===== src/rtl/bin2bcd_16_pkg.sv =====
// bin2bcd_16_pkg: shared constants and FSM encoding for the bin2bcd_16 converter.
//   STATE_W / state_t / IDLE / SHIFT : FSM encoding (legacy-compatible localparams)
//   BCD_W                            : width of one BCD digit
//   ADD3_THRESH                      : digit value at or above which add-3 applies
//   DEFAULT_DIGITS                   : digit count for the 16-bit configuration
package bin2bcd_16_pkg;

    localparam int unsigned STATE_W = 1;
    typedef logic [STATE_W-1:0] state_t;

    localparam state_t IDLE  = 1'b0;
    localparam state_t SHIFT = 1'b1;

    localparam int unsigned BCD_W          = 4;
    localparam int unsigned ADD3_THRESH    = 5;
    localparam int unsigned DEFAULT_DIGITS = 5;

endpackage


===== src/rtl/bin2bcd_16_if.sv =====
// bin2bcd_16_if: start/busy/done handshake bundle between the display path
// (master) and the bin2bcd_16 converter (slave).
//   start  : master -> slave, request conversion of value
//   value  : master -> slave, binary operand (BIT_SZ bits)
//   busy   : slave -> master, conversion in progress
//   done   : slave -> master, one-cycle pulse, bcd just updated
//   bcd    : slave -> master, packed BCD result (4*DIGITS bits, units in [3:0])
//   blank  : slave -> master, leading-zero blanking (only with BIN2BCD_BLANK_EN)
interface bin2bcd_16_if
    import bin2bcd_16_pkg::*;
#(
    parameter int unsigned BIT_SZ = 16,
    parameter int unsigned DIGITS = DEFAULT_DIGITS
);

    logic                      start;
    logic [BIT_SZ-1:0]         value;
    logic                      busy;
    logic                      done;
    logic [BCD_W*DIGITS-1:0]   bcd;
`ifdef BIN2BCD_BLANK_EN
    logic [DIGITS-1:0]         blank;

    modport master (output start, output value, input busy, input done, input bcd,
                    input blank);
    modport slave  (input start, input value, output busy, output done, output bcd,
                    output blank);
`else
    modport master (output start, output value, input busy, input done, input bcd);
    modport slave  (input start, input value, output busy, output done, output bcd);
`endif

endinterface


===== src/rtl/bin2bcd_16_bcd_add3.sv =====
// bcd_add3: combinational double-dabble correction for one BCD digit.
//   din  : digit before the shift
//   dout : din + 3 when din >= 5, else din unchanged (no carry out)
module bcd_add3
    import bin2bcd_16_pkg::*;
(
    input  logic [BCD_W-1:0] din,
    output logic [BCD_W-1:0] dout
);

    always_comb begin
        if (din >= BCD_W'(ADD3_THRESH)) begin
            dout = din + BCD_W'(3);
        end else begin
            dout = din;
        end
    end

endmodule


===== src/rtl/bin2bcd_16.sv =====
// bin2bcd_16: sequential binary-to-BCD converter (double-dabble, one bit per clock).
// A start sampled in IDLE captures value; BIT_SZ clocks later bcd is written
// whole and done pulses for one cycle. start while busy is ignored.
//   clock  : system clock, posedge
//   nreset : asynchronous active-low reset
//   bus    : bin2bcd_16_if.slave (start, value, busy, done, bcd[, blank])
// Build option: define BIN2BCD_BLANK_EN to add the registered bus.blank output
// (leading-zero flags per digit, units digit never blanked).
// The interface instance must use the same BIT_SZ/DIGITS as this module, and
// 10**DIGITS must exceed 2**BIT_SZ.
module bin2bcd_16
    import bin2bcd_16_pkg::*;
#(
    parameter int unsigned BIT_SZ = 16,
    parameter int unsigned DIGITS = DEFAULT_DIGITS
) (
    input  logic         clock,
    input  logic         nreset,
    bin2bcd_16_if.slave  bus
);

    localparam int unsigned BCD_BITS = BCD_W * DIGITS;
    localparam int unsigned CNT_W    = (BIT_SZ > 1) ? $clog2(BIT_SZ) : 1;

    state_t               state_q, state_d;
    logic [BIT_SZ-1:0]    bin_q, bin_d;
    logic [BCD_BITS-1:0]  scratch_q, scratch_d;
    logic [CNT_W-1:0]     cnt_q, cnt_d;
    logic                 busy_q, busy_d;
    logic                 done_q, done_d;
    logic [BCD_BITS-1:0]  bcd_q, bcd_d;

    logic [BCD_BITS-1:0]  adj;
    logic [BCD_BITS-1:0]  shifted;
    logic                 last_shift;

    // Per-digit add-3, independent digits: no carry between them.
    for (genvar g = 0; g < DIGITS; g++) begin : g_add3
        bcd_add3 u_add3 (
            .din  (scratch_q[g*BCD_W +: BCD_W]),
            .dout (adj[g*BCD_W +: BCD_W])
        );
    end

    // The top bit of the corrected scratch is shifted out; it is always zero
    // when 10**DIGITS > 2**BIT_SZ.
    logic unused_adj_msb;
    assign unused_adj_msb = adj[BCD_BITS-1];

    assign shifted    = {adj[BCD_BITS-2:0], bin_q[BIT_SZ-1]};
    assign last_shift = (state_q == SHIFT) && (cnt_q == '0);

    always_comb begin
        state_d   = state_q;
        bin_d     = bin_q;
        scratch_d = scratch_q;
        cnt_d     = cnt_q;
        busy_d    = busy_q;
        done_d    = 1'b0;
        bcd_d     = bcd_q;
        case (state_q)
            IDLE: begin
                if (bus.start) begin
                    bin_d     = bus.value;
                    scratch_d = '0;
                    cnt_d     = CNT_W'(BIT_SZ - 1);
                    busy_d    = 1'b1;
                    state_d   = SHIFT;
                end
            end
            SHIFT: begin
                scratch_d = shifted;
                bin_d     = {bin_q[BIT_SZ-2:0], 1'b0};
                cnt_d     = cnt_q - 1'b1;
                if (last_shift) begin
                    // Final shift result goes straight to bcd, never a partial value.
                    bcd_d   = shifted;
                    done_d  = 1'b1;
                    busy_d  = 1'b0;
                    cnt_d   = '0;
                    state_d = IDLE;
                end
            end
            default: begin
                state_d = IDLE;
                busy_d  = 1'b0;
            end
        endcase
    end

    always_ff @(posedge clock or negedge nreset) begin
        if (!nreset) begin
            state_q   <= IDLE;
            bin_q     <= '0;
            scratch_q <= '0;
            cnt_q     <= '0;
            busy_q    <= 1'b0;
            done_q    <= 1'b0;
            bcd_q     <= '0;
        end else begin
            state_q   <= state_d;
            bin_q     <= bin_d;
            scratch_q <= scratch_d;
            cnt_q     <= cnt_d;
            busy_q    <= busy_d;
            done_q    <= done_d;
            bcd_q     <= bcd_d;
        end
    end

    assign bus.busy = busy_q;
    assign bus.done = done_q;
    assign bus.bcd  = bcd_q;

`ifdef BIN2BCD_BLANK_EN
    logic [DIGITS-1:0] blank_q, blank_d, blank_next;
    logic              zero_above;

    // blank[i] set while digit i and every digit above it are zero; units never.
    always_comb begin
        blank_next = '0;
        zero_above = 1'b1;
        for (int i = DIGITS - 1; i >= 1; i--) begin
            zero_above    = zero_above & (shifted[i*BCD_W +: BCD_W] == '0);
            blank_next[i] = zero_above;
        end
    end

    always_comb begin
        blank_d = blank_q;
        if (last_shift) begin
            blank_d = blank_next;
        end
    end

    always_ff @(posedge clock or negedge nreset) begin
        if (!nreset) begin
            blank_q <= {{(DIGITS-1){1'b1}}, 1'b0};
        end else begin
            blank_q <= blank_d;
        end
    end

    assign bus.blank = blank_q;
`endif

endmodule


===== src/flat_wrapper.sv =====
// flat-port wrapper written by rule: the top's interface ports become plain ports
module bin2bcd_16_flat import bin2bcd_16_pkg::*;
#(
    parameter int unsigned BIT_SZ = 16,
    parameter int unsigned DIGITS = DEFAULT_DIGITS
)
  (clock, nreset, bus_start, bus_value, bus_busy, bus_done, bus_bcd);
  bin2bcd_16_if #(.BIT_SZ(BIT_SZ), .DIGITS(DIGITS)) bus_i ();
  input  logic clock;
  input  logic nreset;
  input wire logic [$bits(bus_i.start)-1:0] bus_start;
  input wire logic [$bits(bus_i.value)-1:0] bus_value;
  output wire logic [$bits(bus_i.busy)-1:0] bus_busy;
  output wire logic [$bits(bus_i.done)-1:0] bus_done;
  output wire logic [$bits(bus_i.bcd)-1:0] bus_bcd;
  assign bus_i.start = bus_start;
  assign bus_i.value = bus_value;
  assign bus_busy = bus_i.busy;
  assign bus_done = bus_i.done;
  assign bus_bcd = bus_i.bcd;
  bin2bcd_16 #(.BIT_SZ(BIT_SZ), .DIGITS(DIGITS)) u_core (.clock(clock), .nreset(nreset), .bus(bus_i));
endmodule

===== config.mk =====
export PLATFORM = sky130hd
export DESIGN_NAME = bin2bcd_16_flat
export DESIGN_NICKNAME = d
export VERILOG_FILES = /design/src/rtl/bin2bcd_16_pkg.sv /design/src/rtl/bin2bcd_16_if.sv /design/src/rtl/bin2bcd_16_bcd_add3.sv /design/src/rtl/bin2bcd_16.sv /design/src/flat_wrapper.sv
export SDC_FILE = /design/constraint.sdc
export NUM_CORES = 1
export LEC_CHECK = 0
export ABC_AREA = 1
export CORE_ASPECT_RATIO = 0.9
export CORE_UTILIZATION = 45
export DETAILED_ROUTE_END_ITERATION = 12
export GPL_TIMING_DRIVEN = 0
export PLACE_DENSITY = 0.68
export SETUP_SLACK_MARGIN = 0.2
export SLEW_MARGIN = 20
export SYNTH_ARGS = -nofsm -noshare
export SYNTH_HDL_FRONTEND = slang
export SYNTH_SLANG_ARGS = --single-unit

===== constraint.sdc =====
create_clock -name clock -period 3.7 [get_ports clock]
set_clock_uncertainty 0.05 [all_clocks]
set_input_delay 0.37 -clock clock [delete_from_list [all_inputs] [get_ports clock]]
set_output_delay 0.37 -clock clock [all_outputs]
set_load 0.02 [all_outputs]

==> results.cfg, run 1 <==
; physical design summary
[layout]
fin_util_pct = 59.8
regArea_mm2 = 0.00158
top_area_cell_class = registers
num-multi-input-gates = 248
logic_area_mm2 = 0.00122

[synth]
yosys_cells = 363
yosysTopAreaCell = dfrtp_1
ys_async_sr_fraction_pct = 100
ys_sh_xor_pct = 0
logic_family = simple AND/OR/NAND/NOR gates
ys.flop_type = dfrtp_1
mux_share_pct = 0
top_area_share_pct = 52.4

[timing]
slew_headroom_pct = 59.7
grt_setup_unrepaired = false
fin_crit_ps = 1760
fin_crit_sh_pct = 47.7

[global_routing]
grt.overflow.total = 0
grt_pass1_vias = 2407
grt_pass1_wl_mm = 10.8

[clock_tree]
cts.path.max_buffers = 2
cts_resized = 0

[power]
p_total_mw = 3.48
ir_worst_vdd_v = 0.000544
power.group.top = combinational cells

[worst_setup_path]
timing.rr.end = u_core.bus.bcd[18]$_DFFE_PN0P_
critPathMaxFanout = 2
cpPeakStageDelay_ps = 620
cp_top_family = buffers and inverters
crit_arrival_ps = 1340

[placed_design]
gp_congestion = 0.849

[die]
dieArea_mm2 = 0.00702

[detailed_routing]
via_per_inst = 4.98
ant_nets = 0

[run_status]
outcome = completed
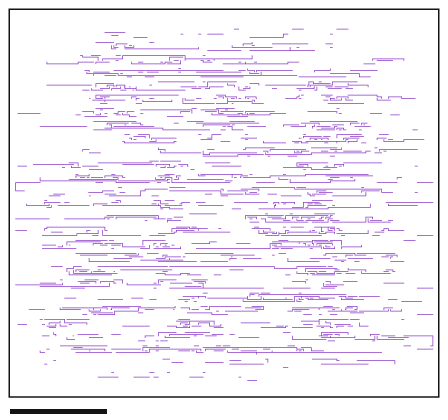
Fig. 1. Met1 routing (run 1).
Scale bar: 20 µm.
nets with wire on the layer: 398
main direction: horizontal

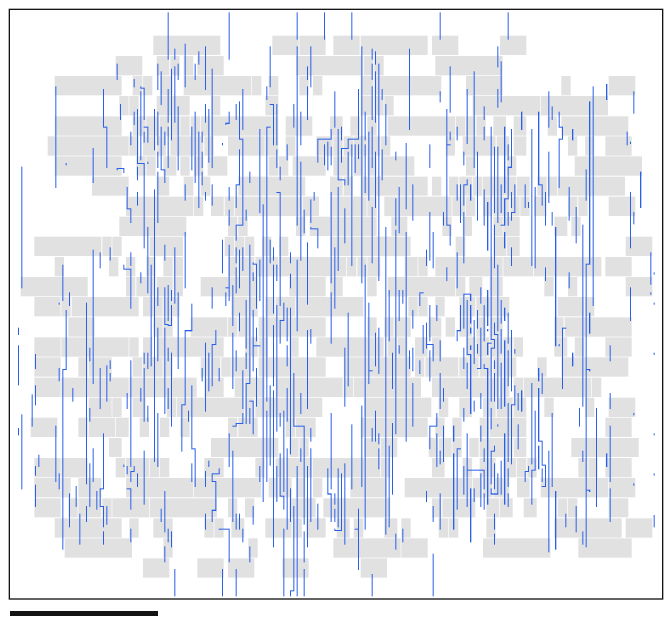
Fig. 2. Signal wires on met2 (run 1).
Scale bar: 20 µm.
longest straight run: 41.5 µm
main direction: vertical

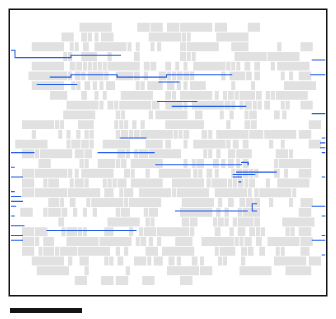
Fig. 3. The metal 3 layer (run 1).
Scale bar: 20 µm.
longest straight run: 24.8 µm
wire length on this layer: 303 µm

==> run 2, diff against run 1 <==
- clock period: 3.7 -> 1.7 ns (I/O delays scaled with it)
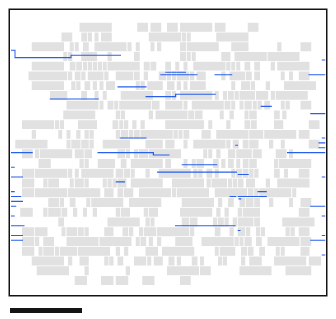
Fig. 4. The metal 3 layer (run 2).
Scale bar: 20 µm.
wire length on this layer: 251 µm
main direction: horizontal
share of all routed wire: 3.8%
longest straight run: 22.1 µm
nets with wire on the layer: 37
Total Routed Length: 6.66 mm
GRT met3 Usage: 6.83%

==> results.cfg, run 2 <==
; physical design summary
[run_status]
outcome = completed

[layout]
logic_area_mm2 = 0.00124
top_area_cell_class = registers
num-multi-input-gates = 248
fin_util_pct = 60.8

[timing]
slew_headroom_pct = 66.1
grt_setup_unrepaired = false
fin_crit_sh_pct = 85.8
fin_crit_ps = 1460

[synth]
top_area_share_pct = 52.4
yosysTopAreaCell = dfrtp_1
yosys_cells = 363
logic_family = simple AND/OR/NAND/NOR gates
mux_share_pct = 0
ys_sh_xor_pct = 0
ys_async_sr_fraction_pct = 100

[power]
ir_worst_vdd_v = 0.00119
power.group.top = combinational cells
leakagePower_nw = 1.99

[worst_setup_path]
rr_startpoint = u_core.scratch_q[4]$_DFFE_PN0P_
cp_top_family = simple AND/OR/NAND/NOR gates
crit_arrival_ps = 1700
cpPeakStageDelay_ps = 400
timing.rr.end = u_core.scratch_q[5]$_DFFE_PN0P_

[clock_tree]
cts_resized = 23
numCtsBuffers = 9

[global_routing]
grt_max_degree = 33
grt_pass1_vias = 2413
grt_pass1_wl_mm = 10.8

[detailed_routing]
ant_nets = 0
via_per_inst = 5.03

[placed_design]
gp_congestion = 0.849
Fig. 5: run 2, routing congestion
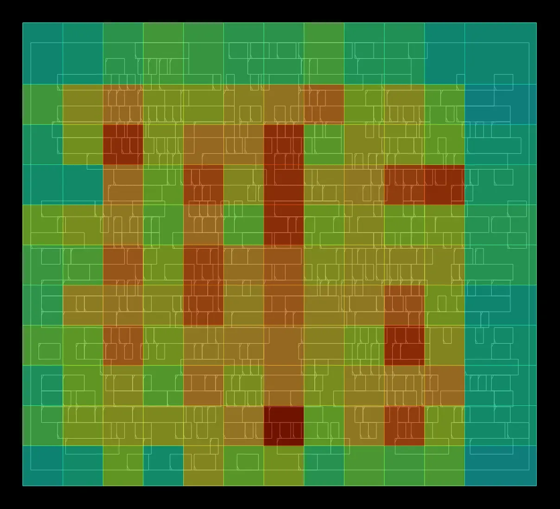

==> run 3, diff against run 2 <==
- CORE_UTILIZATION: 45 -> 63
- DONT_BUFFER_PORTS: not set -> 1
- PLACE_DENSITY: 0.68 -> 0.79
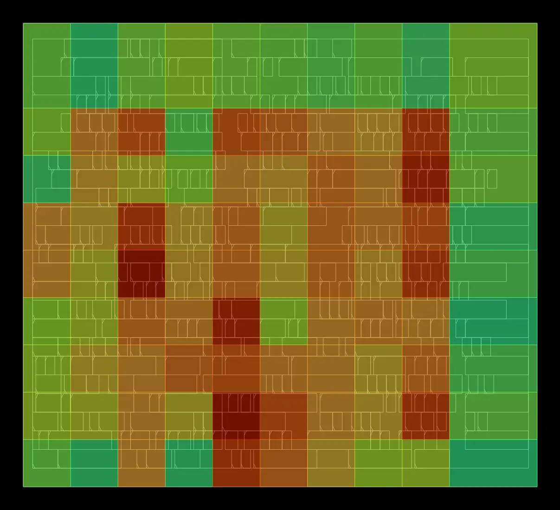
Fig. 6. Routing congestion (run 3).
met1 Use GR: 37.7%
Final Util: 78.5%
Tot GR Track Use: 31.3%
wire per inst: 15.5 µm

==> results.cfg, run 3 <==
; physical design summary
[placed_design]
gp_congestion = 0.861

[detailed_routing]
ant_nets = 0
first_pass_iters = 5
totalWireLength_mm = 7.21
via_per_inst = 5.74

[layout]
num-multi-input-gates = 248
logic_area_mm2 = 0.00124
top_area_cell_class = registers
nNetsFinal = 429

[run_status]
outcome = finished with violations
violations = hold timing

[power]
power.group.top = combinational cells
leakagePower_nw = 1.82
ir_worst_vdd_v = 0.00128

[worst_setup_path]
cpPeakStageDelay_ps = 440
crit_arrival_ps = 1690
r2r_setup_slack_ps = 250
cp_top_family = simple AND/OR/NAND/NOR gates
r2r_cells = 8
path_class = flip-flop to flip-flop
worstSetupEndpointType = flip-flop
timing.rr.end = u_core.scratch_q[5]$_DFFE_PN0P_
critPathMaxFanout = 5

[timing]
fin_ws_ps = 246
fin_crit_sh_pct = 85.5
hold_viol_final = 63
fin_hold_ws_ps = -541
fin_crit_ps = 1450
slew_headroom_pct = 64.1

[clock_tree]
numCtsBuffers = 9
cts_resized = 1
cts_tree = built

[synth]
top_area_share_pct = 52.4
yosysTopAreaCell = dfrtp_1
ys_async_sr_fraction_pct = 100
mux_share_pct = 0
ys_sh_xor_pct = 0
logic_family = simple AND/OR/NAND/NOR gates

[global_routing]
grt_pass1_vias = 2436
use_met3_pct = 9.55
grt_max_degree = 64
grt.overflow.total = 0
grt_pass1_wl_mm = 11.2

[die]
num_rows = 23

[worst_hold_path]
hp-class = input port to async pin
